Design pc_sequencer, sky130hd; sources not shown.
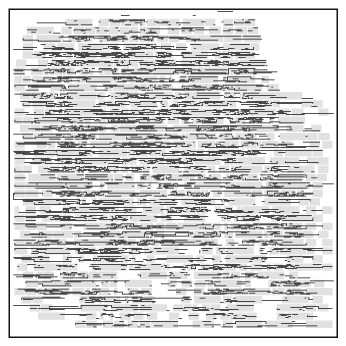
**Above:** met1 routing.
Scale: 3 px per um.
share of all routed wire	38%
nets with wire on the layer	726
wire length on this layer	7,500 um
longest straight run	36.7 um
WL final: 19,710 um
via count: 5,774
met1 usage: 41.44%

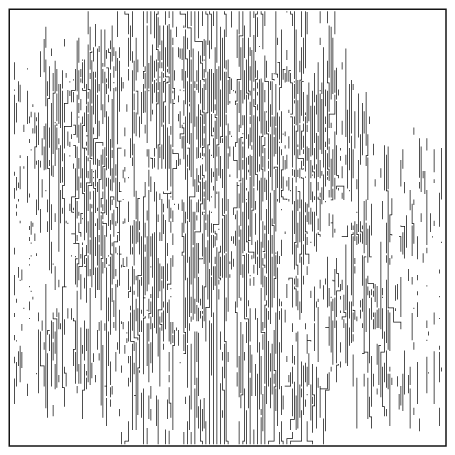
**Above:** M2 wires.
Scale: 4 px per um.
longest straight run	49.1 um
nets with wire on the layer	773
main direction	vertical
share of all routed wire	48%
met2 usage: 52.03%

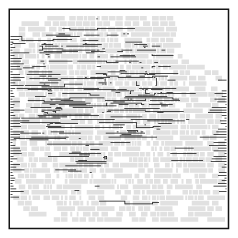
**Above:** metal 3.
Scale: 2 px per um.
longest straight run	40.9 um
nets with wire on the layer	217
M3 GR Usage: 6.097%

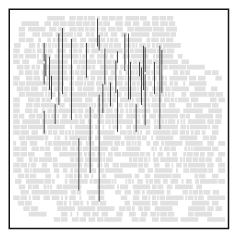
**Above:** signal wires on met4.
Scale: 2 px per um.
longest straight run	53.0 um
main direction	vertical
share of all routed wire	3.4%

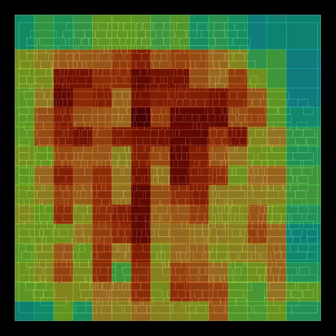
**Above:** routing congestion map.
post-layout util: 77.08%
wire per inst: 20.99 um

==> reports/results.txt <==
Status - complete, but fails checks
Failing checks - setup timing
Tot Pwr - 5.891 mW
Router iterations before antenna repair - 8
Clock Tree Root - clkbuf_16
CP delay by family, top - simple AND/OR/NAND/NOR gates
Die Width - 108.8 um
Post-Syn Area - 5364 um2
Max cap viols - 0
Tmin final - 3068 ps
# nets final - 837
R2R cell count - 6
DR DRC count - 0
Synth Area in Adders - 0.6998%
Clock-pin slew on the worst setup and hold paths - 70 ps
Clock network power - 1.33 mW
DR top layer - met4
DP Worst Slack - -341.2 ps
Max VDD drop - 0.0004404 V
Clock power share - 22.6%
CTS tree - yes
Worst Hold Class - reg2reg
Cell Rows - 38
DR vias/cell - 6.149
Drt initial violations - 533
EDFF count, synth - 0
Fillers - 701
Worst path max stage delay - 520 ps
RSZ-0062 raised after global routing - true
DP HPWL - 13,420 um
Compound Share, Synth - 13.44%
Crit Path Max Fanout - 4
Combinational share of power - 43.4%
Setup TNS - -3886 ps
First-pass GRT wire length - 28,440 um
Routed met3 length - 2167 um
Yosys simple share - 19.97%
Slowest-stage cell, CP - or4_4
Fin area - 8466 um2
Max-area cell share - 46.65%
Critical path endpoint category - output pin
Crit share post-route - 113.2%
Synth Instances - 543
Max Fclk - 0.3260 GHz
Yosys top cell by area - dfrtp_1
I/O pins - 172
TritonCTS Buffers - 9
Total combinational power - 2.55 mW
Critical Path Start Type - flip-flop
Busiest layer in global routing - met2
Die Ht - 108.8 um
Total die area - 11,840 um2
Dominant flop cell - dfrtp_1
H-tree levels - 3
WL met2 - 9376 um
# setup viols final - 19
Hold_ws - 296.7 ps
Diode count - 0
Seq pwr share - 34.0%
Synth Area in XOR/XNOR - 8.981%
Switching pwr - 2.303 mW
Ys cells - 543
Post-route setup slack - -357.6 ps
Int Power - 3.588 mW
Required time of the critical path - 1970 ps
Floorplan net count - 586
## cells in the final DEF (no fill, tap or decap), types with 5 or more instances in the layout
cell type,n
clkdlybuf4s50_1,143
buf_4,105
dfrtp_1,81
nand2_1,49
nor2_1,37
xnor2_1,33
o21ai_0,29
mux2_2,27
nand3_1,22
nand4_1,19
dfrtp_2,19
inv_1,14
a21oi_1,14
xor2_1,11
buf_6,11
and3_1,10
o22ai_1,10
clkbuf_16,9
xnor2_2,7
nor4_1,7
mux2i_1,7
and4_1,6
a31oi_1,5
o21a_1,5
nor2b_1,5
nand2b_1,5
a22o_1,5
## final cells by class
cell class / count / area, um2 / area share, %
Clock buffer: 9 / 225.2 / 2.660
Clock inverter: 7 / 73.82 / 0.8720
Inverter: 14 / 52.55 / 0.6208
Multi-Input combinational cell: 400 / 2932 / 34.63
Sequential cell: 100 / 2526 / 29.84
Tap cell: 140 / 175.2 / 2.069
Timing Repair Buffer: 269 / 2481 / 29.31
## cells in the mapped netlist (4+ instances only)
cell and number:
a22oi_1 4, nor4_1 8, a21oi_1 14, and3_1 13, clkbuf_1 20, nor2_1 37, inv_1 14, mux2_2 27
o22ai_1 10, nand2b_1 5, or2_2 4, buf_2 6, o21a_1 5, nor3_1 9, o21ai_0 29, mux2i_1 7
and4_1 6, xnor2_1 41, a31oi_1 5, nand4_1 19, nand2_1 50, a22o_1 5, dfrtp_1 100, xor2_1 14
nand3_1 25, nor2b_1 5
## cell families (layout without fill, tap and decap cells)
| kind of cell | Yosys count | count (layout) |
|---|---|---|
| xor gates and xnor gates | 55 | 55 |
| buffers and inverters | 43 | 299 |
| DFF | 100 | 100 |
| adders and majority gates | 3 | 3 |
| and+or+nand+nor | 201 | 201 |
| muxes | 34 | 34 |
| AOI/OAI and AO/OA | 107 | 107 |
Power figures rest on the tool's default switching activity, not on a simulated workload.
